**Run 1: drive-strength map**

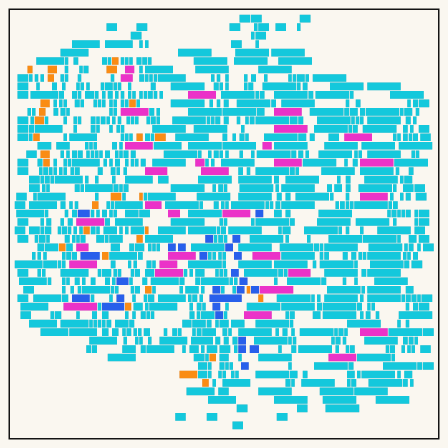
**Run 1: layout detail**

Window x 93 to 113, y 93 to 113 um. Cells in gray, sequential cells in the stronger gray; small squares are vias.
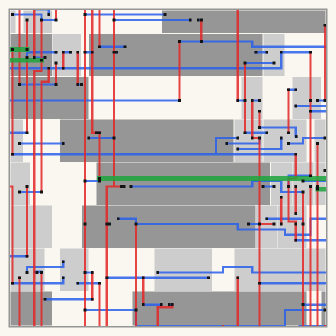
**Run 1: pin placement**

Scale bar: 50 um. Pins as bars across the die edge, other pins in gray.
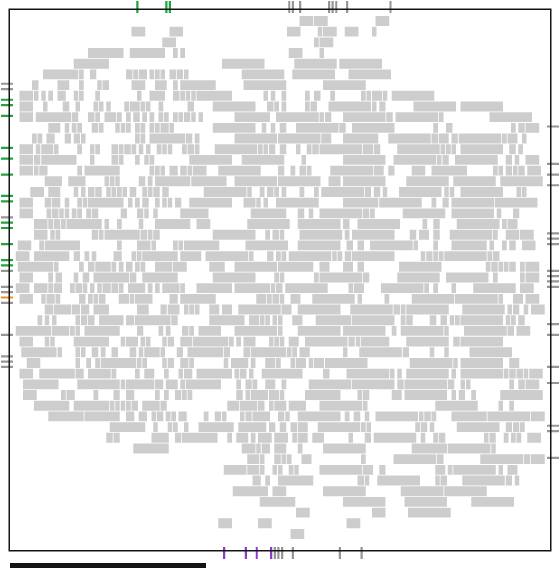
`src/rtl/adc_sample_sequencer.sv`:
```
// adc_sample_sequencer: paced ADC start/capture sequencer with a done-strobe synchroniser,
// a show-ahead result FIFO and sticky overflow/timeout flags.
module adc_sample_sequencer #(
  parameter int FIFO_AW     = 3,
  parameter int START_WIDTH = 4,
  parameter int TIMEOUT     = 1023
) (
  input  logic               clk,
  input  logic               rst_n,
  input  logic               enable_in,
  input  logic               trigger_in,
  input  logic [15:0]        period_in,
  input  logic [15:0]        result_in,
  input  logic               conversion_finished_in,
  output logic               start_conversion_out,
  output logic               busy_out,
  output logic [15:0]        rd_data_out,
  output logic               rd_valid_out,
  input  logic               rd_ready_in,
  output logic [FIFO_AW:0]   level_out,
  output logic               overflow_out,
  output logic               timeout_out,
  input  logic               clear_flags_in
);
  localparam int SW_W = $clog2(START_WIDTH + 1);
  localparam int TO_W = $clog2(TIMEOUT + 1);
  localparam logic [SW_W-1:0] SW_LOAD = SW_W'(START_WIDTH);
  localparam logic [SW_W-1:0] SW_ONE  = SW_W'(1);
  localparam logic [TO_W-1:0] TO_LAST = TO_W'(TIMEOUT - 1);

  typedef enum logic [1:0] {IDLE, START, WAIT_DONE, HOLDOFF} state_t;

  state_t            state_q, state_d;
  logic [SW_W-1:0]   scnt_q, scnt_d;
  logic [TO_W-1:0]   tcnt_q, tcnt_d;
  logic [15:0]       hcnt_q, hcnt_d;
  logic              paced_q, paced_d;
  logic              start_q, start_d;
  logic              sync1_q, sync2_q, dly_q;
  logic [FIFO_AW:0]  wr_q, wr_d, rd_q, rd_d;
  logic              ovf_q, ovf_d, tmo_q, tmo_d;
  logic [15:0]       mem_q [2**FIFO_AW];
  logic              done_pulse, push_req, tmo_set, push, pop, full, empty;

  assign done_pulse = sync2_q & ~dly_q;

  // paced_q remembers whether the running conversion belongs to enable-driven pacing,
  // so that dropping enable aborts only a paced holdoff, not a trigger's holdoff
  always_comb begin
    state_d  = state_q;
    scnt_d   = scnt_q;
    tcnt_d   = tcnt_q;
    hcnt_d   = hcnt_q;
    paced_d  = paced_q;
    start_d  = start_q;
    push_req = 1'b0;
    tmo_set  = 1'b0;
    case (state_q)
      IDLE: if (enable_in || trigger_in) begin
        state_d = START;
        scnt_d  = SW_LOAD;
        start_d = 1'b1;
        paced_d = enable_in;
      end
      START: if (scnt_q == SW_ONE) begin
        state_d = WAIT_DONE;
        start_d = 1'b0;
        tcnt_d  = '0;
      end else scnt_d = scnt_q - 1'b1;
      WAIT_DONE: if (done_pulse) begin
        push_req = 1'b1;
        state_d  = HOLDOFF;
        hcnt_d   = period_in;
      end else if (tcnt_q == TO_LAST) begin
        tmo_set = 1'b1;
        state_d = HOLDOFF;
        hcnt_d  = period_in;
      end else tcnt_d = tcnt_q + 1'b1;
      HOLDOFF: if (paced_q && !enable_in) state_d = IDLE;
      else if (hcnt_q == '0) begin
        state_d = enable_in ? START : IDLE;
        scnt_d  = SW_LOAD;
        start_d = enable_in;
        paced_d = enable_in;
      end else hcnt_d = hcnt_q - 1'b1;
      default: state_d = IDLE;
    endcase
  end

  assign level_out    = wr_q - rd_q;
  assign full         = level_out[FIFO_AW];
  assign empty        = level_out == '0;
  assign pop          = ~empty & rd_ready_in;
  assign push         = push_req & (~full | pop);
  assign wr_d         = push ? wr_q + 1'b1 : wr_q;
  assign rd_d         = pop ? rd_q + 1'b1 : rd_q;
  assign ovf_d        = (ovf_q & ~clear_flags_in) | (push_req & full & ~pop);
  assign tmo_d        = (tmo_q & ~clear_flags_in) | tmo_set;
  assign rd_valid_out = ~empty;
  assign rd_data_out  = empty ? '0 : mem_q[rd_q[FIFO_AW-1:0]];
  assign busy_out     = state_q != IDLE;
  assign start_conversion_out = start_q;
  assign overflow_out = ovf_q;
  assign timeout_out  = tmo_q;

  always_ff @(posedge clk or negedge rst_n) begin
    if (!rst_n) begin
      state_q <= IDLE;
      scnt_q  <= '0;
      tcnt_q  <= '0;
      hcnt_q  <= '0;
      paced_q <= 1'b0;
      start_q <= 1'b0;
      sync1_q <= 1'b0;
      sync2_q <= 1'b0;
      dly_q   <= 1'b0;
      wr_q    <= '0;
      rd_q    <= '0;
      ovf_q   <= 1'b0;
      tmo_q   <= 1'b0;
    end else begin
      state_q <= state_d;
      scnt_q  <= scnt_d;
      tcnt_q  <= tcnt_d;
      hcnt_q  <= hcnt_d;
      paced_q <= paced_d;
      start_q <= start_d;
      sync1_q <= conversion_finished_in;
      sync2_q <= sync1_q;
      dly_q   <= sync2_q;
      wr_q    <= wr_d;
      rd_q    <= rd_d;
      ovf_q   <= ovf_d;
      tmo_q   <= tmo_d;
    end
  end

  // storage needs no reset: the read port is forced to zero while empty
  always_ff @(posedge clk) begin
    if (push) mem_q[wr_q[FIFO_AW-1:0]] <= result_in;
  end
endmodule

```
`config.mk`:
```
export PLATFORM = sky130hd
export DESIGN_NAME = adc_sample_sequencer
export DESIGN_NICKNAME = d
export VERILOG_FILES = /design/src/rtl/adc_sample_sequencer.sv
export SDC_FILE = /design/constraint.sdc
export NUM_CORES = 1
export LEC_CHECK = 0
export ABC_AREA = 1
export CAP_MARGIN = 40
export CORE_UTILIZATION = 45
export DETAILED_ROUTE_END_ITERATION = 12
export PLACE_DENSITY = 0.69
export SLEW_MARGIN = 20
export SYNTH_ARGS = -nofsm -noshare
export SYNTH_HDL_FRONTEND = slang
export SYNTH_SLANG_ARGS = --single-unit
```
`constraint.sdc`:
```
create_clock -name clk -period 3.9 [get_ports clk]
set_clock_uncertainty 0.1 [all_clocks]
set_input_delay 0.78 -clock clk [delete_from_list [all_inputs] [get_ports clk]]
set_output_delay 0.78 -clock clk [all_outputs]
set_load 0.005 [all_outputs]
```
==> flow_summary.ini, run 1 <==
; implementation run metrics
[synth]
enable_flop_cells = 128
ys_cells = 851
ys_types = 37
compound_area_frac = 0.0804
synth_top_cell_by_count = nand2_1
adder_share = 0.0252
synth_flops = 174
yosysSeqAreaShare = 0.605
synth_cells = 851
netlist.top_cell.by_area = edfxtp_1
synth_nets = 906
top_area_frac = 0.466
synth_area_per_cell_um2 = 9.70
yosysWarnings = 0
synth-async-reset-ratio = 0.264
netlist_area_mm2 = 0.00825

[critical_path]
slowest_delay_ns = 0.52
start_kind = flop
r2r_cells = 8
critPathKind = reg -> out
reg2reg_from = wr_q[2]$_DFFE_PN0P_
critPathRequiredTime_ns = 3.02
crit_end = rd_data_out[1]
crit_arrival_ns = 2.76
cp_max_fo = 16
worstPathBufferInverterCount = 5

[placed_design]
gp_congestion = 0.810
post_dp_cell_area_mm2 = 0.00915
place_ws_ns = 0.443
dpl.hpwl_mm = 10.9
portBuffers = 63

[route]
dr_wl_met3_um = 941
avgRoutedWirePerCell_um = 14.9
drtIter0Drc = 361
ant_nets = 0
route.vias.total = 5979
drt-pass1-iter-count = 5
wl_met2_mm = 8.52

[timing]
layout_min_cycle_time_ns = 3.64
tns_ns = 0
slew_headroom = 0.562
tightest_slew_ns = 0.657
setup_viol = 0
rsz0062_at_grt = no
period_used_share = 0.934

[global_route]
gr-usage-met3 = 0.0475
grt-ovfl-total = 0
grt_busiest_layer = met2
grt_first_pass_wirelength_mm = 27.8
antenna_found_initial = 0
grt_max_degree = 53
grt_pass1_vias = 5534

[finish]
logic_area_mm2 = 0.00289
clk_share = 0.0650
drive_above_1_share = 0.0921
num-fill-cells = 1574
largest_register_ffs = 128
flop-count = 174
utilization = 0.547
sh_comb_area = 0.294
nNetsFinal = 976
syn_to_final_growth_pct = 19.0

[floorplan]
chip_area_mm2 = 0.0189
core_mm2 = 0.0180
tap_cells = 229

[clocking]
post_cts_resize_count = 1
ctsRootBufferMaster = clkbuf_16
clock_latency_ns = 0.43
postCtsHoldBufs = 0
h-tree-depth = 4
cts_buffers = 17

[run_status]
status = finished, final reports clean

[power_and_ir_drop]
power_frac_clock = 0.249
cellPowerDensity_mw_per_mm2 = 748
power_w = 0.00735
intPower_w = 0.00458
p_seq_frac = 0.326
leakagePower_nw = 4.01

[worst_hold_path]
hold_path_class = reg -> reg
-- 'drive-strength map' (at the start) --
| color | size | cells | share |
|---|---|---|---|
| blue | x3 and x4 | 26 | 2.8% |
| magenta | x6 and larger | 31 | 3.3% |
| cyan | x1 and smaller | 848 | 91% |
| orange | x2 | 29 | 3.1% |
non-clock buffer count: 84
Setup WS post-layout: 0.259 ns
post-layout instance area: 0.00982 mm^2

-- 'layout detail' (at the start) --
| color | layer |
|---|---|
| blue | M1 |
| green | M3 |
| red | M2 |
netlist names of flops here include: `mem_q` (6)
most frequent: a21oi_1 (6), nand2_1 (6), edfxtp_1 (6)
sequential cells in the window: 6
cells with their middle in the window: 23

-- 'pin placement' (at the start) --
| color | port | pins | direction | edge |
|---|---|---|---|---|
| purple | `level_out` | 4 | output | bottom |
| green | `period_in` | 16 | input | 13 left, 3 top |
| orange | `busy_out` | 1 | output | left |
all pins by edge: 25 left, 18 right, 11 top, 10 bottom
Die Wd: 137 um
Die Ht: 137 um

**Run 1: cell placement**

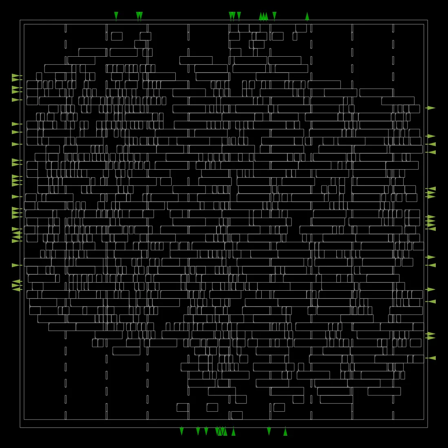

==> inputs of run 2 (changes only) <==
CTS_BUF_LIST = sky130_fd_sc_hd__clkbuf_4   (was not set)
**Run 2: cell placement**

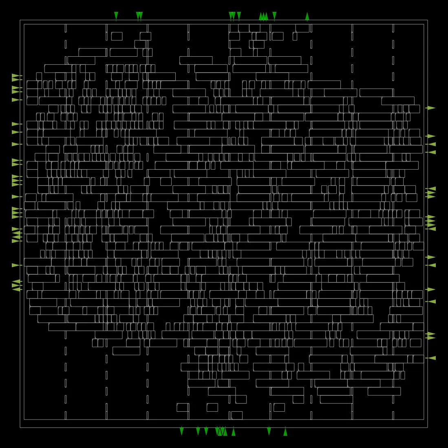
flop share of the area: 0.521
Fillers: 1,609

**Run 2: layout detail**

Window x 93 to 113, y 93 to 113 um. Cells in gray, sequential cells in the stronger gray; small squares are vias.
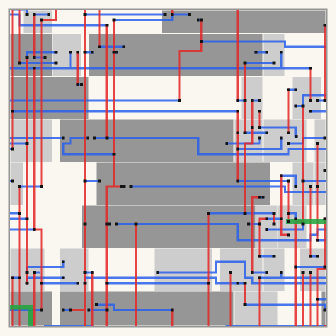
| color | layer |
|---|---|
| green | M3 |
| blue | M1 |
| red | M2 |
most frequent: nand2_1 (7), edfxtp_1 (6), a21oi_1 (5)
sequential cells in the window: 6
netlist names of flops here include: `mem_q` (6)
cells with their middle in the window: 25

==> flow_summary.ini, run 2 <==
; implementation run metrics
[finish]
n_all_buffers = 87
design_area_mm2 = 0.00959
sh_comb_area = 0.303
flop-count = 174
largest_register_ffs = 128
clk_share = 0.0363
logic_area_mm2 = 0.00290
nNetsFinal = 980
drive_above_1_share = 0.100
utilization = 0.534
syn_to_final_growth_pct = 16.2

[floorplan]
core_mm2 = 0.0180
die_w_um = 137
chip_area_mm2 = 0.0189
ios = 64
fp.dieH_um = 137
tap_cells = 229

[synth]
synth-async-reset-ratio = 0.264
yosys_area_mm2 = 0.00825
synth_nets = 906
ys_cells = 851
yosysSeqAreaShare = 0.605
adder_share = 0.0252
enable_flop_cells = 128
yosysWarnings = 0
netlist.top_cell.by_area = edfxtp_1
netlist_area_mm2 = 0.00825
synth_area_per_cell_um2 = 9.70
synth_top_cell_by_count = nand2_1
ys_types = 37
synth_flops = 174
top_area_frac = 0.466
compound_area_frac = 0.0804

[critical_path]
r2r_slack_ns = 0.98
start_kind = flop
cp_max_fo = 8
slowest_delay_ns = 0.52
cp-end-kind = primary output
r2r_cells = 8
worstPathBufferInverterCount = 4
crit_end = rd_data_out[1]
crit_arrival_ns = 2.85
critPathKind = reg -> out
reg2reg_from = wr_q[2]$_DFFE_PN0P_
critPathRequiredTime_ns = 3.02

[timing]
fmax_mhz = 268
timing.final.ws_setup_ns = 0.166
tns_ns = 0
setup_viol = 0
layout_min_cycle_time_ns = 3.73
period_used_share = 0.958
tightest_slew_ns = 0.658

[run]
warnings = 32

[placed_design]
gp_congestion = 0.810
post_dp_cell_area_mm2 = 0.00915
portBuffers = 63
dpl.hpwl_mm = 10.9

[route]
totalWireLength_mm = 17.5
drtIter0Drc = 377
avgRoutedWirePerCell_um = 15.0
drt-pass1-iter-count = 5
route.vias.total = 6017
dr_wl_met3_um = 837
ant_nets = 0
wl_met2_mm = 8.52

[power_and_ir_drop]
power_w = 0.00680
p_seq_frac = 0.350
cellPowerDensity_mw_per_mm2 = 709
leakagePower_nw = 3.93
power_frac_clock = 0.175
pg_clk_w = 0.00119
p_sw_w = 0.00274
maxPowerGroup = combinational cells
intPower_w = 0.00406

[global_route]
antenna_found_initial = 1
grt_busiest_layer = met2
gr-usage-met3 = 0.0408
grt_first_pass_wirelength_mm = 27.4
grt_pass1_vias = 5473
use_met2 = 0.323
grt_max_degree = 53
grt-ovfl-total = 0

[run_status]
status = finished, final reports clean

[clocking]
clock_latency_ns = 0.54
ctsRootBufferMaster = clkbuf_4
post_cts_resize_count = 1
cts_buffers = 17
postCtsHoldBufs = 0
h-tree-depth = 4

[worst_hold_path]
hold_path_class = in -> async
